==> images/clock_wires.png <==
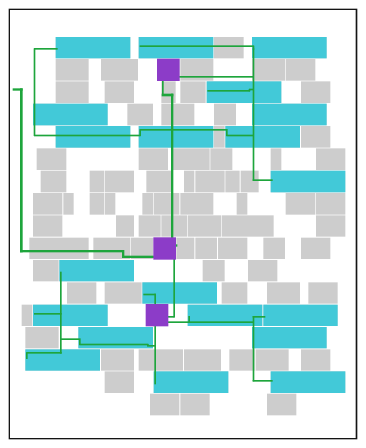
==> images/pinout.png <==
Pins as bars across the die edge, other pins in gray.
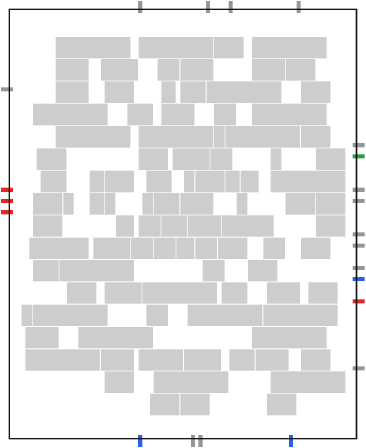
==> images/layers.png <==
The bar under the picture is 10 microns long.
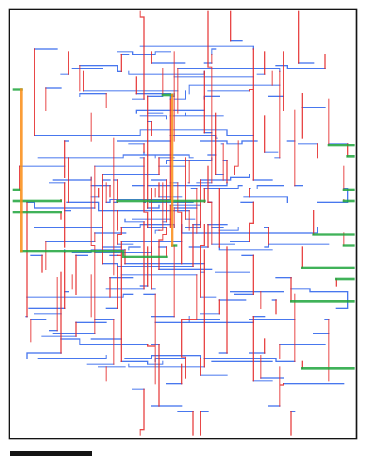
==> images/port_trees.png <==
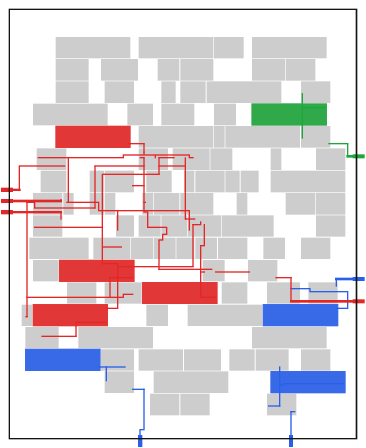
==> images/placed.png <==
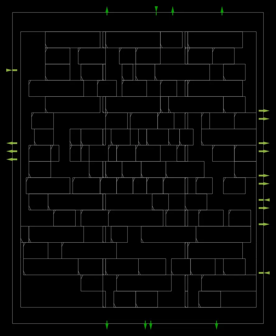
$ cat src/rtl/fifo_ctrl.sv
// fifo_ctrl
//   Control sequencer for an 8-entry FIFO register file. Each cycle it
//   decides whether to write, read or idle. It owns the head/tail pointers and
//   the occupancy count. It drives the register file's write strobe/address
//   and its read-select address. Data never passes through this block.
//
// Ports
//   clk        rising-edge clock
//   reset_n    asynchronous active-low reset
//   wr_en      write request from producer
//   rd_en      read request from consumer
//   we         register-file write enable (gates the decoded write address)
//   wAddr      register-file write address (tail before increment)
//   re         read strobe; the output data register loads when high
//   rAddr      register-file read address (head before increment)
//   data_count current occupancy, 0..2**ADDR_W
//   full       data_count == 2**ADDR_W
//   empty      data_count == 0
//   wr_ack     write accepted
//   wr_err     write refused because the FIFO is full
//   rd_ack     read accepted
//   rd_err     read refused because the FIFO is empty
module fifo_ctrl #(
  parameter int ADDR_W = 3
) (
  input  logic              clk,
  input  logic              reset_n,
  input  logic              wr_en,
  input  logic              rd_en,
  output logic              we,
  output logic [ADDR_W-1:0] wAddr,
  output logic              re,
  output logic [ADDR_W-1:0] rAddr,
  output logic [ADDR_W:0]   data_count,
  output logic              full,
  output logic              empty,
  output logic              wr_ack,
  output logic              wr_err,
  output logic              rd_ack,
  output logic              rd_err
);

  localparam logic [ADDR_W:0] DEPTH = {1'b1, {ADDR_W{1'b0}}};

  typedef enum logic [2:0] {
    INIT,
    NO_OP,
    WRITE,
    WR_ERROR,
    READ,
    RD_ERROR
  } state_t;

  state_t state;
  state_t next_state;

  logic [ADDR_W-1:0] head;
  logic [ADDR_W-1:0] tail;

  // full/empty come from the registered count. They therefore show the
  // post-operation occupancy in the same cycle as the ack.
  assign full  = (data_count == DEPTH);
  assign empty = (data_count == '0);

  // The decision depends only on the requests and the current count. INIT
  // follows the same rules, so every state shares one decision tree.
  // Write wins when both requests are present. A simultaneous request against
  // a full FIFO turns into a read. That read is always legal because full
  // implies not empty, and it raises no error.
  always_comb begin
    next_state = state;
    if (wr_en && !full)
      next_state = WRITE;
    else if (wr_en && rd_en)
      next_state = READ;
    else if (wr_en)
      next_state = WR_ERROR;
    else if (rd_en && !empty)
      next_state = READ;
    else if (rd_en)
      next_state = RD_ERROR;
    else
      next_state = NO_OP;
  end

  // The state register and the Moore outputs are loaded together. The strobes
  // therefore come straight from flops, one cycle after the deciding edge.
  always_ff @(posedge clk or negedge reset_n) begin
    if (!reset_n) begin
      state      <= INIT;
      head       <= '0;
      tail       <= '0;
      data_count <= '0;
      we         <= 1'b0;
      re         <= 1'b0;
      wr_ack     <= 1'b0;
      wr_err     <= 1'b0;
      rd_ack     <= 1'b0;
      rd_err     <= 1'b0;
      wAddr      <= '0;
      rAddr      <= '0;
    end else begin
      state  <= next_state;
      we     <= (next_state == WRITE);
      wr_ack <= (next_state == WRITE);
      re     <= (next_state == READ);
      rd_ack <= (next_state == READ);
      wr_err <= (next_state == WR_ERROR);
      rd_err <= (next_state == RD_ERROR);
      case (next_state)
        WRITE: begin
          wAddr      <= tail;
          tail       <= tail + 1'b1;
          data_count <= data_count + 1'b1;
        end
        READ: begin
          rAddr      <= head;
          head       <= head + 1'b1;
          data_count <= data_count - 1'b1;
        end
        // Idle and error cycles keep the pointers, the count and the last
        // addresses presented to the register file.
        default: ;
      endcase
    end
  end

endmodule

$ cat config.mk
export PLATFORM = sky130hd
export DESIGN_NAME = fifo_ctrl
export DESIGN_NICKNAME = d
export VERILOG_FILES = /design/src/rtl/fifo_ctrl.sv
export SDC_FILE = /design/constraint.sdc
export NUM_CORES = 1
export LEC_CHECK = 0
export CAP_MARGIN = 5
export CORE_ASPECT_RATIO = 1.25
export CORE_UTILIZATION = 48
export DETAILED_ROUTE_END_ITERATION = 8
export PLACE_DENSITY = 0.77
export SKIP_LAST_GASP = 1
export SYNTH_ARGS = -nofsm -noshare
export SYNTH_HDL_FRONTEND = slang
export SYNTH_SLANG_ARGS = --single-unit
$ cat constraint.sdc
create_clock -name clk -period 2.73 [get_ports clk]
set_input_delay 0.546 -clock clk [delete_from_list [all_inputs] [get_ports clk]]
set_output_delay 0.546 -clock clk [all_outputs]
set_load 0.005 [all_outputs]
==> ds_physical_params.txt <==
Physical design parameters

Parameter                              Value

Timing
  Max Clock Freq .................. between 300 and 400 MHz
  Worst Setup Slack, final .................. 0.228 ns
  Setup Skew .................. 0.00328 ns
  Final setup viols .................. 0
  Worst Hold Margin .................. 0.469 ns
  Actual transition at the worst max-transition pin .................. approximately 0.86 ns
  Tcrit/Tclk final .................. 91.7%
  Slew headroom .................. 42.3%
  Minimum period implied by the final worst setup slack .................. around 2.5 ns
  Final tally of hold violations .................. 0
  Total negative slack .................. 0 ns
  Setup repair after global routing missed its margin .................. no
  Count of pins over their slew limit .................. 0

Finish
  Total area of multi-input combinational cells .................. 409 sq um
  Top cell category .................. registers
  Multi-input combinational area share .................. between 30% and 40%
  Non-clk bufs .................. 26
  Nets@finish .................. 109
  Inserted Diodes .................. 0
  Fraction of final layout cells with drive strength greater than 1 .................. 24.5%
  Non-clock buffer share .................. 20.0%
  Layout clock buffer count .................. 3
  Non-filler instance count after layout .................. approximately 120
  Number of sequential cells in the layout .................. 20
  Area of all placed cells without fillers .................. 1240 sq um
  Syn-to-layout area delta .................. 27.8%
  Non-clock inverter instance count of the final layout .................. 8
  Clock buffer and inverter area fraction after layout .................. around 1.8%
  Final cell utilization of the core .................. 67.6%
  Multi-Input Combinational .................. 41
  Total area of sequential cells .................. between 500 and 600 sq um

Detailed routing
  Drt initial violations .................. 8
  Pre-Repair DR Iteration Count .................. 4
  Post-detailed-routing wire length .................. 1.57 mm
  Detailed-route DRC error count .................. 0
  Vias per Instance .................. 5.28
  Overall via count from detail_route .................. 618
  Number of nets with antenna violations after routing .................. 0
  Routed wire length per instance .................. about 13 microns

Placement
  Placed cell count .................. 114
  Post-place setup slack .................. 0.111 ns
  Detailed placer's ending HPWL .................. approximately 1.2 mm
  Cell Area, Placed .................. 1210 sq um
  Buffers added on ports .................. 21
  Final RePlAce weighted congestion .................. 0.841

Power and ir drop
  Leading power group .................. combinational logic
  Switching power summed over all nets .................. 424 uW
  P_comb .................. 637 uW
  Proportion of total power due to net switching .................. 32.3%
  Internal power .................. 887 uW
  Proportion of power drawn by flip-flops and latches .................. 41.2%
  Clock network power share .................. 10.2%
  Worst VDD drop .................. 0.000645 V
  Ratio of total power to cell area .................. 1060 nW/um^2
  Post-layout total power .................. 1.31 mW
  Leakage power total .................. 0.575 nW
  Combinational cell fraction of total power .................. 48.6%
  Clock network power consumption .................. 134 uW
  Seq group .................. 540 uW

Floorplanning
  Starting utilization of the core area .................. roughly 53%
  I/O pin count .................. 22
  Overall chip area .................. 2200 sq um
  Die width .................. 42.2 microns

Yosys
  Netlist cell types .................. 28
  Chip area in the Yosys report .................. 967 sq um
  Net count after synthesis .................. about 82
  Proportion of register bits with asynchronous set or reset after synthesis .................. 100%
  Simple Share, Synth .................. 10.2%
  Number of instances in the synthesized netlist .................. approximately 73
  Yosys aoi share .................. 6.47%
  Xor+xnor area frac .................. 5.43%
  Dominant flop cell .................. dfrtp_1
  Post-Synthesis Cell Area .................. about 970 sq um
  Multiplexer share of the synthesized area .................. between 10 and 15%
  Register area share after synthesis .................. 51.7%
  Number of flops mapped to enable cells by yosys .................. 0
  Adders+Majority by Area .................. 7.24%
  Flop and latch count out of synthesis .................. 20
  Mean post-synth cell area .................. 13.2 sq um
  Prevailing logic family in the synthesized netlist .................. multiplexers
  Number of warnings issued by yosys .................. 0

Worst setup path
  Worst-case reg-to-reg path depth .................. 7
  Worst-path fanout max .................. 7
  Crit path arrival time .................. 1.96 ns
  Cell with the largest stage delay on the worst path .................. or4b_1
  Crit path capture type .................. output port
  Flop2flop setup slack .................. between 0.2 and 0.25 ns
  Startpoint type of the worst setup path .................. flip-flop
  Worst endpoint required time .................. roughly 2.2 ns
  Buffers plus inverters on the worst setup path .................. 2
  Worst reg2reg path endpoint .................. data_count[3]$_DFFE_PN0P_
  Crit-path max cell delay .................. 0.57 ns
  Critical path class .................. reg -> out
  Critical Path Stages .................. 3
  Cell family with most CP delay .................. buffers and inverters
  Worst setup startpoint .................. data_count[2]$_DFFE_PN0P_
  Crit-path cells .................. or4b_1 -> inv_1 -> clkdlybuf4s50_1
  Reg-to-reg critical path startpoint .................. data_count[2]$_DFFE_PN0P_

GRT
  Maximum number of pins on one net before global-route repair .................. 21
  GRT Overall Usage .................. 16.4%
  Wire length of the first global-routing pass .................. 2.64 mm
  Grt ovf .................. 0
  Vias in the first global route .................. 601
  Initial antenna violation count .................. 0

Clocking
  Number of setup buffers added after CTS .................. 0
  Number of sinks driven by the clock tree .................. 20
  Num CTS Buffers .................. 3
  Post-CTS clock slew at the launch and capture registers of the worst setup and hold paths .................. ~0.1 ns
  Clock tree from TritonCTS .................. done
  Root Buffer .................. clkbuf_4
  Total of hold buffers inserted after clock tree synthesis .................. 0
  Worst-Skew Late Latency .................. around 0.29 ns
  CTS max path bufs .................. 2
  H-tree depth .................. 1

Run
  Max-capacitance violation count .................. 0
  Number of warnings in the stage logs .................. 26

Outcome
  Run status .................. finished clean

Min path
  Startpoint of the tightest hold check path .................. head[2]$_DFFE_PN0P_
Back to the opening pictures, clock_wires.png:
legend:
  clock-net drivers:
    color: purple
    count: 3
  clock wires:
    color: green
    length: 231 microns
  flip-flops:
    color: cyan
    count: 20
routed clock nets: 4
flops lie: all over the die

Back to the opening pictures, pinout.png:
legend:
  `rAddr`:
    color: blue
    pins: 3
    direction: output
    edge: 2 south, 1 east
  `wr_ack`:
    color: green
    pins: 1
    direction: output
    edge: east
  `data_count`:
    color: red
    pins: 4
    direction: output
    edge: 3 west, 1 east

Back to the opening pictures, layers.png:
legend:
  M3:
    color: green
    wire_length: 77.5 microns
  M1:
    color: blue
    wire_length: 769 microns
  M2:
    color: red
    wire_length: 685 microns
  M4:
    color: orange
    wire_length: 38.1 microns

Back to the opening pictures, port_trees.png:
legend:
  `data_count`:
    color: red
    direction: output
    edge: 3 west, 1 east
    end_cells: 4
    buffers: 5
    wire: 255 microns
  `wr_ack`:
    color: green
    direction: output
    edge: east
    end_cells: 1
    buffers: 1
    wire: 12.7 microns
  `rAddr`:
    color: blue
    direction: output
    edge: 2 south, 1 east
    end_cells: 3
    buffers: 3
    wire: 43.4 microns

Back to the opening pictures, placed.png:
number of inserted filler cells in the final layout: 144
register share of the cell area: 40.5%
Site Rows: 17
number of well-tap cells placed: 19
placeable core area: 1830 sq um

## how the worst min path moves through the flow
stage	end	depth (start not counted)
after CTS	head[2]$_DFFE_PN0P_	1
final	head[2]$_DFFE_PN0P_	1
after floorplan	data_count[0]$_DFFE_PN0P_	0
after global routing	head[2]$_DFFE_PN0P_	1
after detailed placement	head[2]$_DFFE_PN0P_	1
after global placement	head[2]$_DFFE_PN0P_	1
## cell usage in the layout, fill, tap and decap left out
master           count
inv_4                1
o2111ai_1            2
ha_1                 4
o221ai_1             1
nand2_4              1
xnor2_1              5
buf_4                5
mux2i_1              2
a21oi_1              1
mux2_4               1
xor2_1               1
dfrtp_1             20
o31ai_2              1
nor2_1               1
or3_2                1
and3_1               2
or4b_1               1
a2111o_1             1
inv_1                7
nand3_1              1
clkdlybuf4s50_1     21
nand3_4              1
and4_2               1
a21o_1               1
fa_1                 1
or4_4                1
mux2_2               8
clkbuf_4             3
nor3_1               2
## metal layers
metal / wire length [microns] / track usage, % / up-vias
li1: - / - / 308
met1: 769 / 22.6 / 288
met2: 685 / 24.0 / 18
met3: 77 / 2.41 / 4
met4: 38 / 10.9 / 0
met5: 0 / 0 / -
## state kept, by name, summed over array words and instances (netlist names)
name / flops
rd_ack: 1
rAddr: 3
wr_ack: 1
rd_err: 1
data_count: 4
head: 3
wr_err: 1
wAddr: 3
tail: 3
## cells in the mapped netlist, types with 2 or more instances
library cell | number | share of area [%]
dfrtp_1 | 20 | 52
nor3_1 | 2 | 1.0
buf_2 | 2 | 1.0
o2111ai_1 | 2 | 1.8
inv_1 | 7 | 2.7
and3_1 | 2 | 1.3
mux2i_1 | 2 | 2.1
buf_4 | 2 | 1.6
xnor2_1 | 5 | 4.5
mux2_2 | 8 | 9.3
ha_1 | 4 | 5.2
No activity file was given, so power comes from the tool's default toggle rates.
